**Run 1: logic cells by family**

Drawn at 4 px/um.
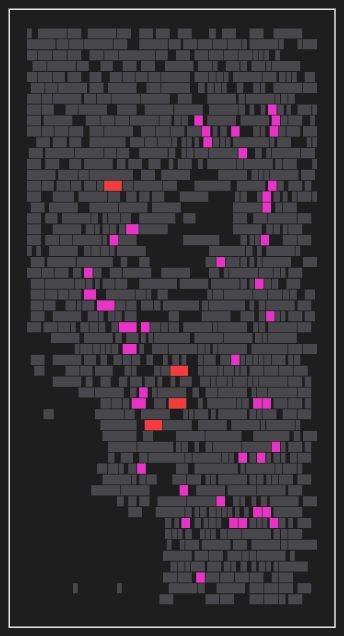
**Run 1: ports around the boundary**

Drawn at 4 px/um. Pins as bars across the die edge, other pins in grey.
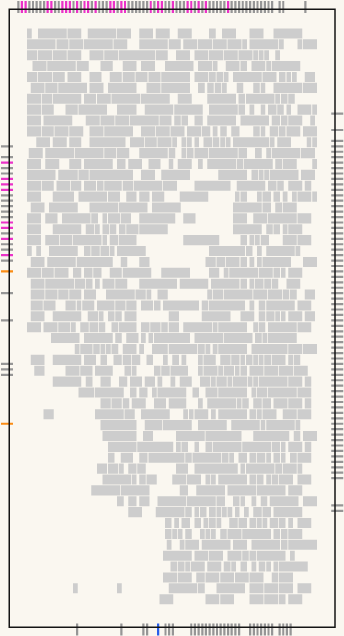
**Run 1: port wiring**

Drawn at 2 px/um.
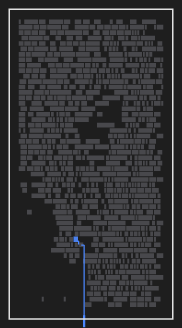
**Run 1: sizing map**

Drawn at 4 px/um.
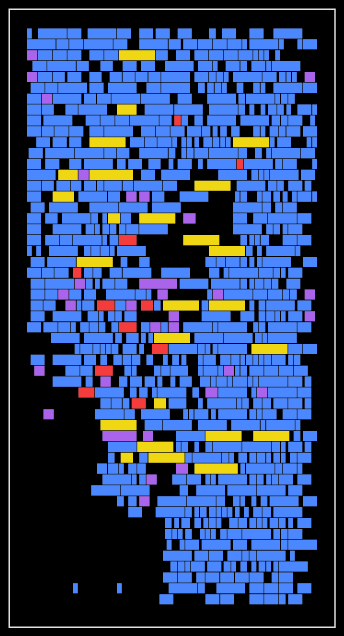
[config.mk]
export PLATFORM = sky130hd
export DESIGN_NAME = ecc_apb_sequencer
export DESIGN_NICKNAME = d
export VERILOG_FILES = /design/src/rtl/ecc_apb_sequencer_pkg.sv /design/src/rtl/ecc_apb_write_port.sv /design/src/rtl/ecc_apb_sequencer.sv
export SDC_FILE = /design/constraint.sdc
export NUM_CORES = 1
export LEC_CHECK = 0
export ABC_CLOCK_PERIOD_IN_PS = 3400
export CAP_MARGIN = 20
export CORE_ASPECT_RATIO = 2
export CORE_MARGIN = 4
export CORE_UTILIZATION = 47
export CTS_BUF_LIST = sky130_fd_sc_hd__clkbuf_8 sky130_fd_sc_hd__clkbuf_16
export DETAILED_ROUTE_END_ITERATION = 16
export PLACE_DENSITY = 0.92
export SYNTH_ARGS = -nofsm -noshare
export SYNTH_HDL_FRONTEND = slang
export SYNTH_SLANG_ARGS = --single-unit
[constraint.sdc]
create_clock -name clk -period 3.4 [get_ports clk]
set_input_delay 0.68 -clock clk [delete_from_list [all_inputs] [get_ports clk]]
set_output_delay 0.68 -clock clk [all_outputs]
set_load 0.1 [all_outputs]
[src/rtl/ecc_apb_sequencer_pkg.sv]
// rtl/ecc_apb_sequencer_pkg.sv - shared register map, encodings and FSM states for the ECC APB sequencer
package ecc_apb_sequencer_pkg;

    localparam logic [7:0] REG_CTRL           = 8'h00;
    localparam logic [7:0] REG_DATA_IN        = 8'h04;
    localparam logic [7:0] REG_CODEWORD_WIDTH = 8'h08;
    localparam logic [7:0] REG_NOISE          = 8'h0C;

    typedef enum logic [1:0] {
        OP_ENCODE  = 2'd0,
        OP_DECODE  = 2'd1,
        OP_FULL    = 2'd2,
        OP_ILLEGAL = 2'd3
    } op_e;

    typedef enum logic [1:0] {
        STATUS_OK      = 2'd0,
        STATUS_TIMEOUT = 2'd1,
        STATUS_ILLEGAL = 2'd2
    } status_e;

    typedef enum logic [2:0] {
        S_IDLE,
        S_SETUP,
        S_ACCESS,
        S_WAIT_DONE,
        S_RESP
    } state_e;

    // Register written by each step of the four-write job sequence
    function automatic logic [7:0] write_offset(input logic [1:0] idx);
        case (idx)
            2'd0:    return REG_DATA_IN;
            2'd1:    return REG_CODEWORD_WIDTH;
            2'd2:    return REG_NOISE;
            default: return REG_CTRL;
        endcase
    endfunction

endpackage

[src/rtl/ecc_apb_write_port.sv]
// rtl/ecc_apb_write_port.sv - two-cycle APB write master (SETUP then ACCESS), registered outputs
module ecc_apb_write_port #(
    parameter int ADDR_WIDTH = 20,
    parameter int DATA_WIDTH = 32
) (
    input  logic                  clk,
    input  logic                  rst,
    input  logic                  start,
    input  logic [ADDR_WIDTH-1:0] addr,
    input  logic [DATA_WIDTH-1:0] data,
    output logic                  done,
    output logic                  psel,
    output logic                  penable,
    output logic                  pwrite,
    output logic [ADDR_WIDTH-1:0] paddr,
    output logic [DATA_WIDTH-1:0] pwdata
);

    // start launches SETUP next cycle; SETUP always advances to ACCESS; a start seen in ACCESS chains the next write
    always_ff @(posedge clk) begin
        if (!rst) begin
            psel    <= 1'b0;
            penable <= 1'b0;
            pwrite  <= 1'b0;
            paddr   <= '0;
            pwdata  <= '0;
        end else if (start) begin
            psel    <= 1'b1;
            penable <= 1'b0;
            pwrite  <= 1'b1;
            paddr   <= addr;
            pwdata  <= data;
        end else if (psel && !penable) begin
            penable <= 1'b1;
        end else begin
            psel    <= 1'b0;
            penable <= 1'b0;
            pwrite  <= 1'b0;
            paddr   <= '0;
            pwdata  <= '0;
        end
    end

    assign done = psel & penable;

endmodule

[src/rtl/ecc_apb_sequencer.sv]
// rtl/ecc_apb_sequencer.sv - job sequencer driving ECC_ENC_DEC over APB and collecting its result
module ecc_apb_sequencer
    import ecc_apb_sequencer_pkg::*;
#(
    parameter int DATA_WIDTH      = 32,
    parameter int AMBA_ADDR_WIDTH = 20,
    parameter int AMBA_WORD       = 32,
    parameter int TIMEOUT_CYCLES  = 1024
) (
    input  logic                       clk,
    input  logic                       rst,
    input  logic                       req_valid,
    output logic                       req_ready,
    input  logic [1:0]                 req_op,
    input  logic [DATA_WIDTH-1:0]      req_data,
    input  logic [1:0]                 req_width,
    input  logic [DATA_WIDTH-1:0]      req_noise,
    output logic                       rsp_valid,
    input  logic                       rsp_ready,
    output logic [DATA_WIDTH-1:0]      rsp_data,
    output logic [1:0]                 rsp_errors,
    output logic [1:0]                 rsp_status,
    output logic [AMBA_ADDR_WIDTH-1:0] PADDR,
    output logic [AMBA_WORD-1:0]       PWDATA,
    output logic                       PENABLE,
    output logic                       PSEL,
    output logic                       PWRITE,
    input  logic [DATA_WIDTH-1:0]      data_out,
    input  logic                       operation_done,
    input  logic [1:0]                 num_of_errors,
    output logic                       busy
);

    localparam int TW = (TIMEOUT_CYCLES > 1) ? $clog2(TIMEOUT_CYCLES) : 1;
    localparam logic [TW-1:0] TLAST = TW'(TIMEOUT_CYCLES - 1);

    state_e                state;
    logic [1:0]            idx;
    logic [1:0]            next_idx;
    logic [TW-1:0]         tcnt;
    logic [1:0]            op_q;
    logic [1:0]            width_q;
    logic [DATA_WIDTH-1:0] noise_q;

    logic                  wr_start;
    logic [7:0]            wr_offset;
    logic [AMBA_WORD-1:0]  wr_data;
    logic                  wr_done;

    // Pick the next write: the first one straight from the request bus, later ones from captured fields
    always_comb begin
        next_idx  = idx + 2'd1;
        wr_start  = 1'b0;
        wr_offset = REG_DATA_IN;
        wr_data   = AMBA_WORD'(req_data);
        if (state == S_IDLE) begin
            wr_start = req_valid && req_ready && (req_op != OP_ILLEGAL);
        end else if (state == S_ACCESS && idx != 2'd3) begin
            wr_start  = 1'b1;
            wr_offset = write_offset(next_idx);
            case (next_idx)
                2'd1:    wr_data = AMBA_WORD'(width_q);
                2'd2:    wr_data = AMBA_WORD'(noise_q);
                default: wr_data = AMBA_WORD'(op_q);
            endcase
        end
    end

    ecc_apb_write_port #(
        .ADDR_WIDTH(AMBA_ADDR_WIDTH),
        .DATA_WIDTH(AMBA_WORD)
    ) u_write_port (
        .clk    (clk),
        .rst    (rst),
        .start  (wr_start),
        .addr   (AMBA_ADDR_WIDTH'(wr_offset)),
        .data   (wr_data),
        .done   (wr_done),
        .psel   (PSEL),
        .penable(PENABLE),
        .pwrite (PWRITE),
        .paddr  (PADDR),
        .pwdata (PWDATA)
    );

    // Job FSM: accept, four ordered writes, wait for done or timeout, hold the response until taken
    always_ff @(posedge clk) begin
        if (!rst) begin
            state      <= S_IDLE;
            idx        <= 2'd0;
            tcnt       <= '0;
            op_q       <= 2'd0;
            width_q    <= 2'd0;
            noise_q    <= '0;
            req_ready  <= 1'b0;
            rsp_valid  <= 1'b0;
            rsp_data   <= '0;
            rsp_errors <= 2'd0;
            rsp_status <= 2'd0;
        end else begin
            case (state)
                S_IDLE: begin
                    req_ready <= 1'b1;
                    if (req_valid && req_ready) begin
                        req_ready <= 1'b0;
                        op_q      <= req_op;
                        width_q   <= req_width;
                        noise_q   <= req_noise;
                        idx       <= 2'd0;
                        if (req_op == OP_ILLEGAL) begin
                            state      <= S_RESP;
                            rsp_valid  <= 1'b1;
                            rsp_data   <= '0;
                            rsp_errors <= 2'd0;
                            rsp_status <= STATUS_ILLEGAL;
                        end else begin
                            state <= S_SETUP;
                        end
                    end
                end
                S_SETUP: state <= S_ACCESS;
                S_ACCESS: begin
                    if (wr_done) begin
                        if (idx == 2'd3) begin
                            state <= S_WAIT_DONE;
                            tcnt  <= '0;
                        end else begin
                            idx   <= next_idx;
                            state <= S_SETUP;
                        end
                    end
                end
                S_WAIT_DONE: begin
                    if (operation_done) begin
                        state      <= S_RESP;
                        rsp_valid  <= 1'b1;
                        rsp_data   <= data_out;
                        rsp_errors <= num_of_errors;
                        rsp_status <= STATUS_OK;
                    end else if (tcnt == TLAST) begin
                        state      <= S_RESP;
                        rsp_valid  <= 1'b1;
                        rsp_data   <= '0;
                        rsp_errors <= 2'd0;
                        rsp_status <= STATUS_TIMEOUT;
                    end else begin
                        tcnt <= tcnt + 1'b1;
                    end
                end
                S_RESP: begin
                    if (rsp_ready) begin
                        rsp_valid <= 1'b0;
                        req_ready <= 1'b1;
                        state     <= S_IDLE;
                    end
                end
                default: state <= S_IDLE;
            endcase
        end
    end

    assign busy = (state != S_IDLE);

endmodule

==> notes.md, run 1 <==
impl run done, here's what came out: outcome finished, final reports clean, Hold Crit Class flop to flop, Die Y 154 um, synthesized flop and latch total 125, GR Overflow Total 0, slowest CP cell clkdlybuf4s50_1, worst-path cell chain clkdlybuf4s50_1, core area 10500 um^2, vias per cell 5.59, cell leakage power 0.00286 uW, tool warnings 28, Post-Syn Area 5020 um^2, first drt pass iteration count 5, critical hold path startpoint noise_q[23], CP arrival 1.95 ns, cycle use final 77.5%, post-CTS setup buffers 0, Net count, final 853, Worst Path Required 2.72 ns, TritonCTS clock tree yes, unrepaired setup endpoints after global routing false, Die W 81.1 um, Crit path max-delay family buffers and inverters, R2R cell count 6, antenna cells 0, Hold-fix buffers, CTS 0, DRT iter0 DRCs 394, Worst Skew 0.0128 ns, initial antenna violation count 0, sequential area share after synthesis 49.9%, post-route setup slack 0.765 ns, Worst Tran Pin Value 1.02 ns, hold slack 0.449 ns, power per cell area 555 nW/um^2, post-cts resize count 0, final core occ 70.6%, core utilization at floorplan 47.9%, GP Congestion 0.848, asr flop ratio synth 0%, yosys stat cell total 574, CP endpoint kind output port
Back to the opening pictures, 'logic cells by family':
adder and majority cells: drawn in red, cells 4, most used ha_1. AND and OR gates: drawn in magenta, cells 41, most used and3_1.

Back to the opening pictures, 'ports around the boundary':
`rsp_status`: drawn in orange, pins 2, direction output, edge left. `busy`: drawn in blue, pins 1, direction output, edge bottom. `rsp_data`: drawn in magenta, pins 32, direction output, edge 24 top, 8 left.
All pins by edge: 73 top, 67 right, 33 bottom, 28 left.

Back to the opening pictures, 'port wiring':
`busy`: drawn in blue, bits 1, direction output, end cells 1, buffers 1, wire 39.8 um.

Back to the opening pictures, 'sizing map':
_6 and larger: drawn in yellow, cells 25, share 3.3%. _3 and _4 cells: drawn in purple, cells 31, share 4.1%. _0 and _1 cells: drawn in blue, cells 687, share 91%. _2 cells: drawn in red, cells 11, share 1.5%.

## run 1: how the worst max path moves through the flow
stage              startpoint            to  slack, ns  cells past startpoint
4_1_cts        operation_done  rsp_data[27]       0.67                      5
3_5_place_dp   operation_done   rsp_data[6]       0.29                      5
2_1_floorplan       req_ready  rsp_data[10]       1.08                      6
5_1_grt           rsp_data[6]   rsp_data[6]       0.74                      1
3_3_place_gp        req_valid  rsp_data[27]       0.43                      5
6_report          rsp_data[6]   rsp_data[6]       0.77                      1
## run 1: cell usage after synthesis (2+ instances only)
cell | instances | area share, %
a211oi_1 | 3 | 0.45
a21oi_1 | 75 | 7.5
a22o_1 | 36 | 6.3
a31oi_1 | 6 | 0.75
and2_1 | 2 | 0.25
and3_1 | 32 | 4.0
and4_1 | 2 | 0.35
and4bb_2 | 2 | 0.50
buf_4 | 19 | 2.8
buf_6 | 5 | 1.1
clkbuf_1 | 35 | 2.6
dfxtp_1 | 125 | 50
ha_1 | 4 | 1.0
inv_1 | 7 | 0.52
nand2_1 | 114 | 8.5
nand2b_1 | 3 | 0.37
nand3_1 | 4 | 0.40
nand3b_1 | 6 | 0.90
nand4_1 | 2 | 0.25
nor2_1 | 11 | 0.82
nor3_1 | 5 | 0.50
nor4_1 | 3 | 0.37
o21a_1 | 3 | 0.45
o21ai_0 | 40 | 4.0
o311ai_0 | 2 | 0.35
o31a_1 | 2 | 0.35
o31ai_1 | 4 | 0.60
## run 1: state kept, by name, indices dropped and copies added, names as in the netlist, 2 cells and up
signal and flops:
width_q 2, u_write_port.pwdata 32, rsp_errors 2, op_q 2, rsp_data 32, state 3
idx 2, noise_q 32, u_write_port.paddr 2, rsp_status 2, tcnt 10
## run 1: layout by cell type (no fill, tap or decap), drive strengths merged, types with 2 or more instances in the layout
cell type and instances:
nand3b 6, ha 4, nor4 4, and3 32, o21a 3, and2 2
and4bb 2, a21oi 75, o31a 2, clkdlybuf4s50 167, bufinv 2, clkbuf 19
conb 18, dfxtp 125, inv 10, a211oi 3, clkinv 5, nand3 4
o21ai 40, a311oi 2, and4 2, nand2 114, o311ai 2, nor3 5
a22o 36, nor2 11, buf 25, a31oi 6, nand2b 3, clkinvlp 2
o31ai 4, nand4 3
## run 1: per-layer routing
| metal | global-route usage, % | share of wire (%) | vias up |
|---|---|---|---|
| met5 | 0 | 0 | - |
| met3 | 5.39 | 7.1 | 41 |
| met1 | 25.4 | 34 | 2374 |
| li1 | - | - | 2331 |
| met2 | 46.4 | 55 | 237 |
| met4 | 12.5 | 3.5 | 0 |
## run 1: layout make-up
cell class | instances | area [um^2] | area share (%)
Clock inverter | 12 | 138 | 1.86
Multi-Input combinational cell | 399 | 2240 | 30.3
Tap cell | 137 | 171 | 2.32
Timing Repair Buffer | 192 | 1870 | 25.2
Inverter | 7 | 26.3 | 0.355
Sequential cell | 125 | 2500 | 33.8
Clock buffer | 19 | 453 | 6.12
## run 1: cell families after synthesis
logic type      share of synthesized area, %
flops                                   49.9
xor+xnor                               0.175
other cells                           0.0748
mux                                    0.224
fa+ha+maj                              0.998
simple gates                            18.9
compound gates                          22.6
buf+inv                                 7.21
==> run 2, diff against run 1 <==
Settings changed: ABC_CLOCK_PERIOD_IN_PS 3400 to 2100, CORE_UTILIZATION 47 to 39, PLACE_DENSITY 0.92 to 0.82.
Clock period 3.4 ns to 2.1 ns, I/O delays scaled along.
**Run 2: sizing map**

Drawn at 4 px/um.
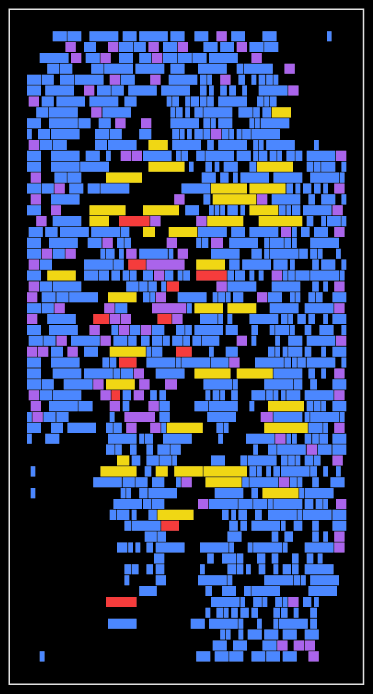
_6 and larger: drawn in yellow, cells 36, share 4.6%. _3 and _4 cells: drawn in purple, cells 106, share 14%. _0 and _1 cells: drawn in blue, cells 624, share 80%. _2 cells: drawn in red, cells 11, share 1.4%.

**Run 2: logic cells by family**

Drawn at 4 px/um.
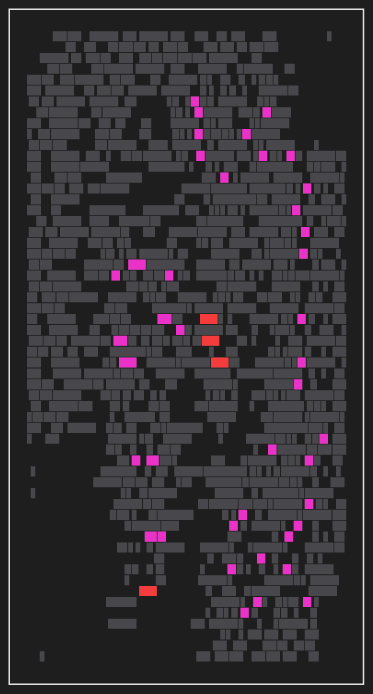
AND and OR gates: drawn in magenta, cells 41, most used and3_1. adder and majority cells: drawn in red, cells 4, most used ha_1, where centre.

**Run 2: port wiring**

Drawn at 2 px/um.
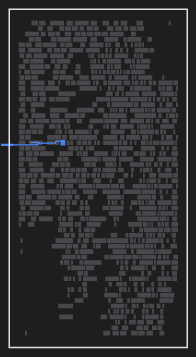
`busy`: drawn in blue, bits 1, direction output, end cells 1, buffers 1, wire 32.8 um.

==> run 2 against run 1 <==
  * Register-to-register slack got worse by 0.94 ns
  * Flip-flop count unchanged
  * Critical path depth is 2 higher
  * First-iteration DRC count down 48%
  * Synthesized cell count is the same
  * Utilization down 10 points
  * Die area grew 19%
  * Clock skew fell by 0.0035 ns
  * Highest routed layer unchanged
  * Combinational power increased by 69%
  * Sequential share of layout area down 0.87 points
  * Largest cell class unchanged
==> notes.md, run 2 <==
impl run done, here's what came out: outcome finished, final reports clean, power per cell area 917 nW/um^2, initial antenna violation count 0, Global Route met2 Usage 35.5%, first drt pass iteration count 5, core area 12600 um^2, CP arrival 1.55 ns, synthesized flop and latch total 125, largest registers noise_q (32), rsp_data (32), u_write_port.pwdata (32), vias in the first global route 4784, Worst Path Required 1.68 ns, GP Congestion 0.847, Remaining DRCs 0, Avg Cell Area, Syn 8.74 um^2, met1 Usage GRT 18.7%, most common cell in the netlist dfxtp_1, Post-Layout Cell Count 927, core utilization at floorplan 39.7%, critical path class flop to output port, yosys stat cell total 574, most numerous logic cell after layout dfxtp_1, Max-area cell share 49.9%, cell leakage power 0.00317 uW, slowest CP cell dfxtp_1, antenna cells 0, CP endpoint kind output port, final core occ 60.2%, DRT iter0 DRCs 203, Worst Tran Pin Value 0.548 ns, unrepaired setup endpoints after global routing false, top cells by count, synth dfxtp_1, nand2_1, a21oi_1, o21ai_0, a22o_1, Hold Crit Class flop to flop, largest area contributor in the netlist dfxtp_1, Post-Syn Area 5020 um^2, asr flop ratio synth 0%, synthesized instance count 574, Net count, final 875, Die Y 168 um, TritonCTS clock tree yes, main area contributors dfxtp_1, nand2_1, a21oi_1, a22o_1, and3_1, sequential area share after synthesis 49.9%, worst-path cell chain buf_4 -> or3_1 -> buf_12, cycle use final 93.7%, met3 usage 5.78%, GR Overflow Total 0, tool warnings 28, post-CTS setup buffers 0, Worst Skew 0.00925 ns, global-route layer with the greatest usage met2, Die W 88.2 um
==> run 2: repair_timing <==
action,in CTS,in global routing
setup endpoints to repair,0,6
gates resized,0,2
hold buffers,0,0
==> run 2: final cells by class <==
type	instances	area (um^2)
fill	1112	5020
tap	150	188
clock buffer	20	467
multi-input combinational	399	2250
clock inverter	12	184
sequential	125	2510
timing repair buffer	214	1980
inverter	7	26.3
==> run 2: routing by layer <==
metal	vias up	part of all wire (%)	wire length [um]
li1	2370	-	-
met1	2230	35	4990
met2	181	54	7790
met3	36	6.9	993
met4	0	4.3	620
met5	-	0	0
==> run 2: through the flow <==
stage	setup slack, ns	TNS [ns]	hold slack, ns	area (um^2)
after floorplan	0.0383	0	0.432	5080
after global placement	-0.0212	-0.660	0.435	6940
after detailed placement	-0.0500	-1.37	0.442	6940
after CTS	0.0885	0	0.450	7590
after global routing	0.0508	0	0.466	7600
final	0.132	0	0.448	7600
==> run 2: cells by family (layout without fill, tap and decap cells) <==
family / Yosys count / in the layout / share of synthesized area, %
mux: 1 / 1 / 0.224
buf+inv: 67 / 253 / 7.21
other cells: 1 / 18 / 0.0748
compound gates: 181 / 181 / 22.6
xor+xnor: 1 / 1 / 0.175
flops: 125 / 125 / 49.9
simple gates: 194 / 194 / 18.9
fa+ha+maj: 4 / 4 / 0.998
==> run 2: worst paths after layout <==
kind / from / end / slack, ns / depth (start not counted)
setup reg to reg: tcnt[1] / rsp_data[23] / 0.16 / 6
hold reg to reg: noise_q[12] / noise_q[12] / 0.45 / 2
setup / recovery: state[1] / busy / 0.13 / 3
hold / removal: noise_q[12] / noise_q[12] / 0.45 / 2
==> run 2: report_power, final <==
group | leakage, uW | internal [uW] | switching, uW
clock | 0.000319 | 2090 | 1080
combinational | 0.00184 | 411 | 848
sequential | 0.00101 | 2470 | 63.6
==> run 2: worst max-delay path: cells and delay by family, from the launching register on <==
| family | cells | cell delay, ns |
|---|---|---|
| flops | 1 | 0.39 |
| buf+inv | 2 | 0.39 |
| simple gates | 1 | 0.36 |
==> run 3, diff against run 2 <==
Settings changed: CORE_MARGIN 4 to unset.
**Run 3: sizing map**

Drawn at 4 px/um.
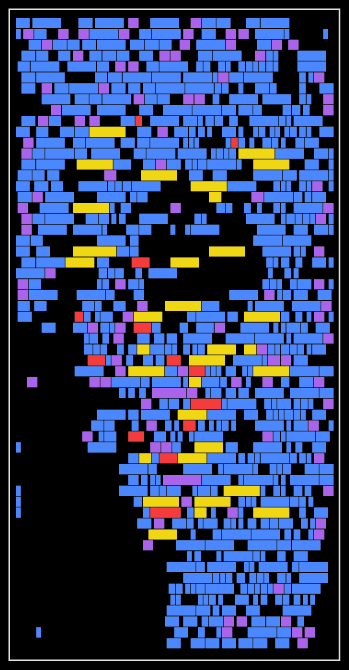
_3 and _4 cells: drawn in purple, cells 102, share 13%. _0 and _1 cells: drawn in blue, cells 625, share 81%. _6 and larger: drawn in yellow, cells 32, share 4.1%. _2 cells: drawn in red, cells 13, share 1.7%.

**Run 3: port wiring**

Drawn at 2 px/um.
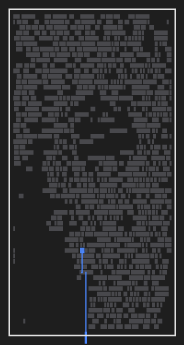
`busy`: drawn in blue, bits 1, direction output, end cells 1, buffers 1, wire 42.7 um.

**Run 3: ports around the boundary**

Drawn at 4 px/um. Pins as bars across the die edge, other pins in grey.
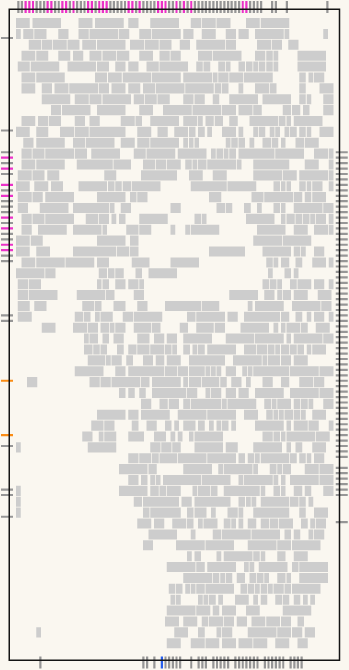
`busy`: drawn in blue, pins 1, direction output, edge bottom. `rsp_data`: drawn in magenta, pins 32, direction output, edge 24 top, 8 left. `rsp_status`: drawn in orange, pins 2, direction output, edge left.

==> run 3 against run 2 <==
  * Sequential power hardly changed
  * Flip-flop count unchanged
  * Power shrank 6.2%
  * Maximum frequency fell by 1.4%
  * Utilization decreased by 0.83 points
  * Sequential share of layout area grew 0.64 points
  * Die area is 10% lower
  * Critical path type is now flop to flop
  * Final cell count decreased by 0.54%
  * Count of clock-buffer cells in the layout fell by 3
  * Register-to-register slack lost 0.05 ns
  * Clock skew grew 0.0015 ns
  * Highest routed layer unchanged
  * Synthesized area stayed put
  * Largest cell class unchanged
==> notes.md, run 3 <==
impl run done, here's what came out: outcome finished, final reports clean, Clk pwr share 42.1%, Worst Path Required 2.39 ns, Net count, final 870, R2R cell count 6, main area contributors dfxtp_1, nand2_1, a21oi_1, a22o_1, and3_1, setup TNS 0 ns, Avg Cell Area, Syn 8.74 um^2, P_int 4520 uW, core area 12600 um^2, Hold Crit Class flop to flop, Post-Syn Area 5020 um^2, initial antenna violation count 0, Critical Path Source tcnt[0], Die W 82.2 um, sequential area share after synthesis 49.9%, Hold-fix buffers, CTS 0, most common cell in the netlist dfxtp_1, net switching power 2020 uW, Remaining DRCs 0, synthesized flop and latch total 125, CP arrival 2.29 ns, first drt pass iteration count 4, post-CTS setup buffers 0, power per cell area 877 nW/um^2, core utilization at floorplan 40.0%, RR Startpoint tcnt[0], cell leakage power 0.00308 uW, most numerous logic cell after layout dfxtp_1, Top cells excl fill/tap dfxtp_1, nand2_1, clkdlybuf4s50_1, buf_4, a21oi_1, top cells by count, synth dfxtp_1, nand2_1, a21oi_1, o21ai_0, a22o_1, CP endpoint kind flop, GP Congestion 0.902, antenna cells 0, Seq pwr share 38.8%, vias in the first global route 4849
[run 3: critical path, delay by kind of cell (launching register included)]
family,cells,cell delay [ns]
compound gates,3,0.91
fa+ha+maj,1,0.26
buf+inv,1,0.17
flops,1,0.40
simple gates,1,0.14
[run 3: logic make-up after synthesis]
kind of cell | synth area share [%]
other | 0.0748
AND/OR/NAND/NOR | 18.9
flip-flops | 49.9
AND-OR/OR-AND | 22.6
XOR/XNOR | 0.175
multiplexers | 0.224
buffers and inverters | 7.21
adder cells (fa/ha/maj) | 0.998
[run 3: final cells by class]
cell class / count / area [um^2] / share of cell area (%)
sequential: 125 / 2500 / 33.6
multi-input combinational: 399 / 2240 / 30.0
clock inverter: 15 / 138 / 1.85
inverter: 7 / 26.3 / 0.352
timing repair buffer: 209 / 1930 / 25.9
clock buffer: 17 / 425 / 5.71
tap: 150 / 188 / 2.52
[run 3: worst min path at each step]
| stage | slack [ns] | cells after the start | from | end |
|---|---|---|---|---|
| 2_1_floorplan | 0.43 | 2 | noise_q[10] | noise_q[10] |
| 3_3_place_gp | 0.43 | 2 | u_write_port.pwdata[10] | u_write_port.pwdata[10] |
| 3_5_place_dp | 0.44 | 2 | u_write_port.pwdata[17] | u_write_port.pwdata[17] |
| 4_1_cts | 0.45 | 2 | noise_q[23] | noise_q[23] |
| 5_1_grt | 0.48 | 2 | noise_q[15] | noise_q[15] |
| 6_report | 0.45 | 2 | noise_q[4] | noise_q[4] |
[run 3: stage by stage]
stage | cell area, um^2 | cells | setup WS (ns) | power, uW | utilization (%)
detailed placement | 6890 | 890 | -0.0846 | 3840 | 54.9
finish | 7450 | 922 | 0.105 | 6540 | 59.4
global route | 7450 | 922 | 0.0346 | 6780 | 59.4
floorplan | 5080 | 591 | 0.0383 | 3420 | -
global placement | 6890 | 890 | -0.0497 | 3810 | 54.9
CTS | 7450 | 922 | 0.117 | 6590 | 59.4
[run 3: layer usage]
layer / routed length (um) / global-route usage, % / share of wire [%] / vias up
li1: - / - / - / 2365
met1: 5090 / 20.2 / 35 / 2286
met2: 8180 / 40.9 / 56 / 174
met3: 658 / 4.87 / 4.5 / 47
met4: 629 / 13.3 / 4.3 / 0
met5: 0 / 0 / 0 / -
[run 3: power by group through the flow]
stage,registers [uW],clock network (uW),logic (uW)
detailed placement,2590,0,1240
floorplan,2920,0,500
finish,2540,2760,1240
CTS,2540,2800,1250
global placement,2590,0,1220
global route,2550,2920,1310

==> layout pictures side by side <==
Placement view.
Plate I
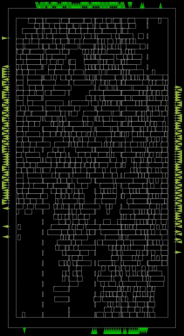
Plate II
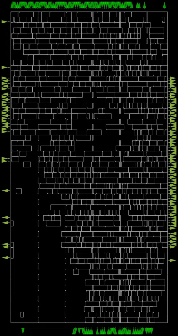
Plate II is run 3.
Plate I is run 2.

Power and IR drop assume default switching activity.
